`config.mk`:
```
export PLATFORM = sky130hd
export DESIGN_NAME = dip_led_sequencer
export DESIGN_NICKNAME = d
export VERILOG_FILES = /design/src/rtl/dip_led_sequencer.sv
export SDC_FILE = /design/constraint.sdc
export NUM_CORES = 1
export LEC_CHECK = 0
export CORE_ASPECT_RATIO = 1.25
export CORE_UTILIZATION = 50
export CTS_CLUSTER_DIAMETER = 150
export DETAILED_ROUTE_END_ITERATION = 12
export PLACE_DENSITY = 0.68
export SLEW_MARGIN = 20
export SYNTH_ARGS = -nofsm -noshare
export SYNTH_HDL_FRONTEND = slang
export SYNTH_SLANG_ARGS = --single-unit
```
`constraint.sdc`:
```
create_clock -name clk -period 3.56 [get_ports clk]
set_input_delay 0.712 -clock clk [delete_from_list [all_inputs] [get_ports clk]]
set_output_delay 0.712 -clock clk [all_outputs]
set_load 0.005 [all_outputs]
```
`src/rtl/dip_led_sequencer.sv`:
```
// DIP switch debouncer and LED pattern sequencer: 2-FF sync, shared-counter debounce,
// mode decode from sw[7:6], and a free-running step timer driving direct/blink/chase/count.
module dip_led_sequencer #(
  parameter int DEBOUNCE_CYCLES = 500000,
  parameter int STEP_CYCLES     = 12500000
) (
  input  logic       clk,
  input  logic       rst_n,
  input  logic [7:0] sw,
  output logic [7:0] led,
  output logic [7:0] sw_stable,
  output logic [1:0] mode,
  output logic       step_tick
);
  localparam int DB_W = (DEBOUNCE_CYCLES > 1) ? $clog2(DEBOUNCE_CYCLES) : 1;
  localparam int ST_W = $clog2(STEP_CYCLES);
  localparam logic [DB_W-1:0] DB_LAST = DB_W'(DEBOUNCE_CYCLES - 1);
  localparam logic [ST_W-1:0] ST_LAST = ST_W'(STEP_CYCLES - 1);

  typedef enum logic [1:0] {M_DIRECT, M_BLINK, M_CHASE, M_COUNT} mode_e;

  logic [1:0][7:0]  sync_q, sync_d;
  logic [7:0]       cand_q, cand_d;
  logic [DB_W-1:0]  db_cnt_q, db_cnt_d;
  logic [7:0]       stable_q, stable_d;
  mode_e            mode_q, mode_d, new_mode;
  logic             mode_chg;
  logic [ST_W-1:0]  step_cnt_q, step_cnt_d;
  logic             tick_q, tick_d;
  logic             phase_q, phase_d;
  logic [7:0]       chase_q, chase_d;
  logic [7:0]       count_q, count_d;
  logic [7:0]       led_q, led_d;

  always_comb begin
    sync_d   = {sync_q[0], sw};
    cand_d   = cand_q;
    db_cnt_d = db_cnt_q;
    stable_d = stable_q;
    // Any movement of the synchronised vector restarts the single shared count.
    if (sync_q[1] != cand_q) begin
      cand_d   = sync_q[1];
      db_cnt_d = '0;
    end else if (db_cnt_q < DB_LAST) begin
      db_cnt_d = db_cnt_q + DB_W'(1);
    end else begin
      stable_d = cand_q;
    end

    new_mode   = mode_e'(stable_q[7:6]);
    mode_chg   = (new_mode != mode_q);
    mode_d     = mode_q;
    step_cnt_d = step_cnt_q;
    phase_d    = phase_q;
    chase_d    = chase_q;
    count_d    = count_q;
    // A mode change reloads everything and takes priority over a pending step.
    if (mode_chg) begin
      mode_d     = new_mode;
      step_cnt_d = '0;
      phase_d    = 1'b1;
      chase_d    = 8'h01;
      count_d    = 8'h00;
    end else begin
      step_cnt_d = (step_cnt_q == ST_LAST) ? '0 : step_cnt_q + ST_W'(1);
      if (tick_q) begin
        case (mode_q)
          M_BLINK: phase_d = ~phase_q;
          M_CHASE: chase_d = {chase_q[6:0], chase_q[7]};
          M_COUNT: count_d = count_q + 8'd1;
          default: ;
        endcase
      end
    end
    tick_d = !mode_chg && (step_cnt_d == ST_LAST);

    case (mode_q)
      M_BLINK: led_d = phase_q ? {2'b00, stable_q[5:0]} : 8'h00;
      M_CHASE: led_d = chase_q;
      M_COUNT: led_d = count_q;
      default: led_d = stable_q;
    endcase
  end

  always_ff @(posedge clk or negedge rst_n) begin
    if (!rst_n) begin
      sync_q     <= '0;
      cand_q     <= '0;
      db_cnt_q   <= '0;
      stable_q   <= '0;
      mode_q     <= M_DIRECT;
      step_cnt_q <= '0;
      tick_q     <= 1'b0;
      phase_q    <= 1'b1;
      chase_q    <= 8'h01;
      count_q    <= 8'h00;
      led_q      <= 8'h00;
    end else begin
      sync_q     <= sync_d;
      cand_q     <= cand_d;
      db_cnt_q   <= db_cnt_d;
      stable_q   <= stable_d;
      mode_q     <= mode_d;
      step_cnt_q <= step_cnt_d;
      tick_q     <= tick_d;
      phase_q    <= phase_d;
      chase_q    <= chase_d;
      count_q    <= count_d;
      led_q      <= led_d;
    end
  end

  assign led       = led_q;
  assign sw_stable = stable_q;
  assign mode      = mode_q;
  assign step_tick = tick_q;
endmodule

```
==> summary.txt <==
flow finished, numbers: CP max-delay cell=and2_1, crit path DAT=3.06 ns, RSZ-0062 raised after global routing=no, # Post-CTS Setup Buffers=0, Seq/Total Area, Yosys=55.8%, Net Sw Frac=24.9%, Largest regs=step_cnt_q (24), db_cnt_q (19), sequential share of power=60.1%, Top reg by flops=step_cnt_q, total negative slack=0 ns, core area=8840 µm², Post-Syn Nets=445, ant diodes=0, largest net degree at the start of global routing=56, CP max stage delay=0.61 ns, met3 wire length=317 µm, fp util=52.3%, grt total ovfl=0, max_cap viols=0, H-tree levels=3, commonest non-fill, non-tap cell in the layout=dfrtp_1, layout cells sized above 1=9.05%, Pwr Total=0.00198 W, fmax=358 MHz, cell type with the largest total area=dfrtp_1, dpl cell area=4990 µm², clock-pin slew on the worst setup and hold paths=0.12 ns, synth unique cells=47, final setup fails=0, DR pass1 iterations=4, endpoints failing hold=0, via count=3230, Mapped Cells=432, Synth top cell by count=dfrtp_1, CTS tree=yes, Setup WS post-layout=0.764 ns, crit path launch type=flip-flop, CP max FO=23, first-pass GRT wire length=14700 µm, Post-DP HPWL=5950 µm, cell family with most CP delay=simple AND/OR/NAND/NOR gates, IO Port Bufs=28, met2 routed WL=4230 µm, DR DRC count=0, P_int=0.00149 W, top cells by count=dfrtp_1 (101), nor2_1 (57), xor2_1 (28), Final Max Tran Viols=0, Crit. End Element=flip-flop, VDD IR-drop max=254 µV, EDFF count, synth=0, Net Sw Power=0.000494 W, CTS resizes=0, relative slew slack=53.7%, # Cells Yosys=432, crit path kind=reg -> reg, syn_area_per_cell=10.7 µm², Cell Area, Synth=4630 µm², Late-Pin Clk Latency=0.38 ns, Top Layout Cells=dfrtp_1 (101), nor2_1 (57), xor2_1 (28), clkdlybuf4s50_1 (27), nand3_1 (25), CTS Buf Count=9, period utilisation layout=78.5%, initial DRC count=171, GR Util All Layers=19.8%, pwr/cell area=381 nW/µm², top routing layer in use=met4, Combinational Power Share=2.1%, Async SR Flop Fraction=100%, Largest register FFs=24, tool warnings=26, finished layout cell area=5200 µm², DR vias/cell=5.64, Routed Antenna Nets=0, Die Y=110 µm, initial antenna violation count=0, io pins=29, Slew @ Worst Pin=0.695 ns, status=complete, no violations, GRT Max-Usage Layer=met2, crit path cell chain=and3_1, a311oi_1, o21ai_1, and2_1, nand3_1, mux2_2, WL/cell=14.9 µm, maximum clock insertion buffer count=2, vias in the first global route=3185, M1 WL=3880 µm, routing usage on met3=4.88%, Synth Warn #=0, Tmin final=2.80 ns, worst path bufs/invs=0, Yosys reg bits=103, ys flop type=dfrtp_1, Cell area leaders=dfrtp_1 (55%), xor2_1 (5.3%), nor2_1 (4.6%), mux2i_1 (3.9%), xnor2_1 (3.8%), Worst Hold Class=reg -> reg, Fin Clk Skew=0.0135 ns, Chip Area=9640 µm², Die Wd=88.0 µm, Area growth, synth to finish=12.5%, M2 GR Usage=32.5%, Area leader share=54.6%, LEAKAGE=2.30 nW, worst path required time=3.83 ns, routability cong.=0.910, drt total wl=8550 µm, CTS root buffer=clkbuf_8, CTS Sinks=103, hold buffers post-CTS=0, dpl ws=0.785 ns, yosys stat area=4630 µm², clock power share=37.8%, met1 Usage GRT=25.6%, Final nets=461
worst reg2reg max path, cell delays in order (launching register included):
cell      delay (ns)
dfrtp_1         0.42
and3_1          0.38
a311oi_1        0.15
o21ai_1         0.31
and2_1          0.61
nand3_1         0.43
mux2_2          0.38
through the flow:
step | hold slack (ns) | cells | util (%)
floorplan | 0.331 | 432 | -
global placement | 0.332 | 557 | 56.4
detailed placement | 0.335 | 557 | 56.4
CTS | 0.360 | 573 | 58.8
global route | 0.370 | 573 | 58.8
finish | 0.351 | 573 | 58.8
path summary, 6_finish.rpt:
path / from / to / slack [ns] / cells past startpoint
worst max-delay path: db_cnt_q[2] / sw_stable[6] / 0.76 / 6
worst min-delay path: sync_d[11] / sync_q[11] / 0.35 / 0
worst max register to register: db_cnt_q[2] / sw_stable[6] / 0.76 / 6
worst min register to register: sync_d[11] / sync_q[11] / 0.35 / 0
max in group asynchronous: rst_n / step_cnt_q[23] / 2.37 / 2
min in group asynchronous: rst_n / step_cnt_q[9] / 0.37 / 1
cells by family after synthesis:
logic type | share of synthesized area, %
DFF | 55.8
adders and majority gates | 0.812
AOI/OAI and AO/OA | 6.82
buffers and inverters | 2.76
and+or+nand+nor | 18.7
muxes | 6.09
xor gates and xnor gates | 9.09
power by group through the flow:
stage	logic (W)	clock network (W)	registers (W)
finish	0.0000409	0.000749	0.00119
CTS	0.0000432	0.000771	0.00119
global placement	0.0000420	0	0.00121
detailed placement	0.0000429	0	0.00121
global route	0.0000483	0.000824	0.00119
floorplan	0.00000941	0	0.00121
final cells by class:
type,instances,area (µm²),area share [%]
clock inverter,7,88.8,1.71
tap,120,150,2.89
timing repair buffer,33,315,6.06
clock buffer,9,124,2.38
multi-input combinational,296,1930,37.0
inverter,5,18.8,0.361
sequential,103,2580,49.6
**The metal 3 layer**

The bar under the picture is 20 µm long.
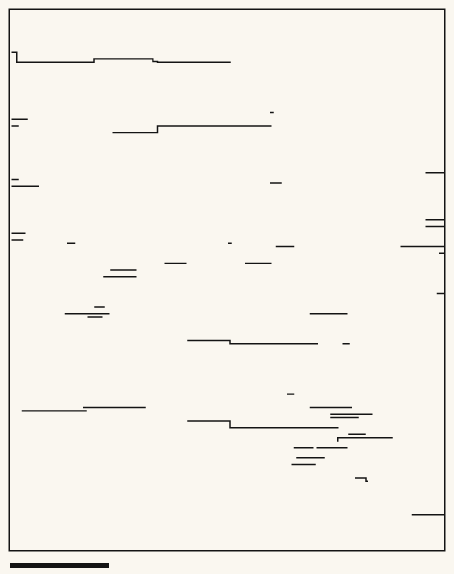
- share of all routed wire: 3.7%
- longest straight run: 23.0 µm
- nets with wire on the layer: 34
- wire length on this layer: 318 µm

**Placement density heat map**

9 x 11 tiles, from black (low) to pale yellow (high), 0 to 100% covered.
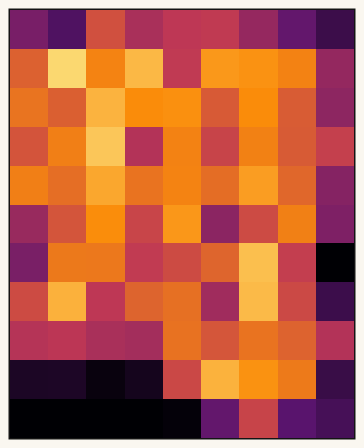
- mean over tiles: 52%
- nearly empty tiles: 6.1%
- tiles over 75% full: 18%
- emptiest ninth of the die: lower left

**Logic cells by family**

The bar under the picture is 20 µm long.
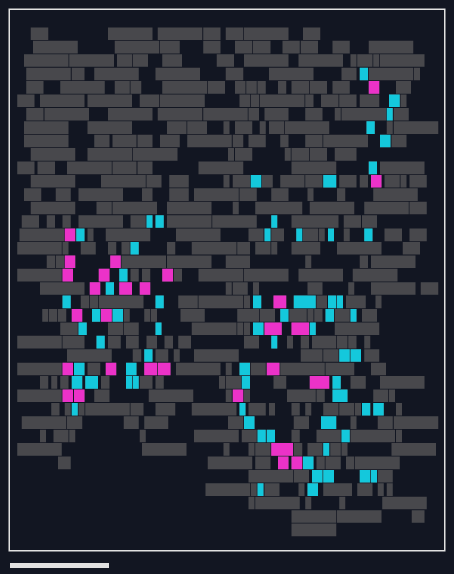
- magenta: AND and OR gates (cells 28)
- cyan: NAND gates (cells 66)

**Placement view**

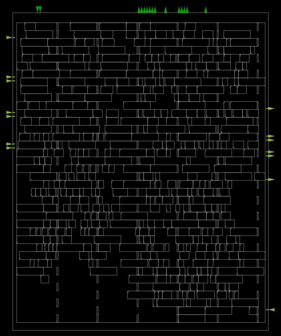
row cnt: 38
non-filler instance count after layout: 573
seq_cells: 103
filler cell count: 780

Power figures rest on the tool's default switching activity, not on a simulated workload.
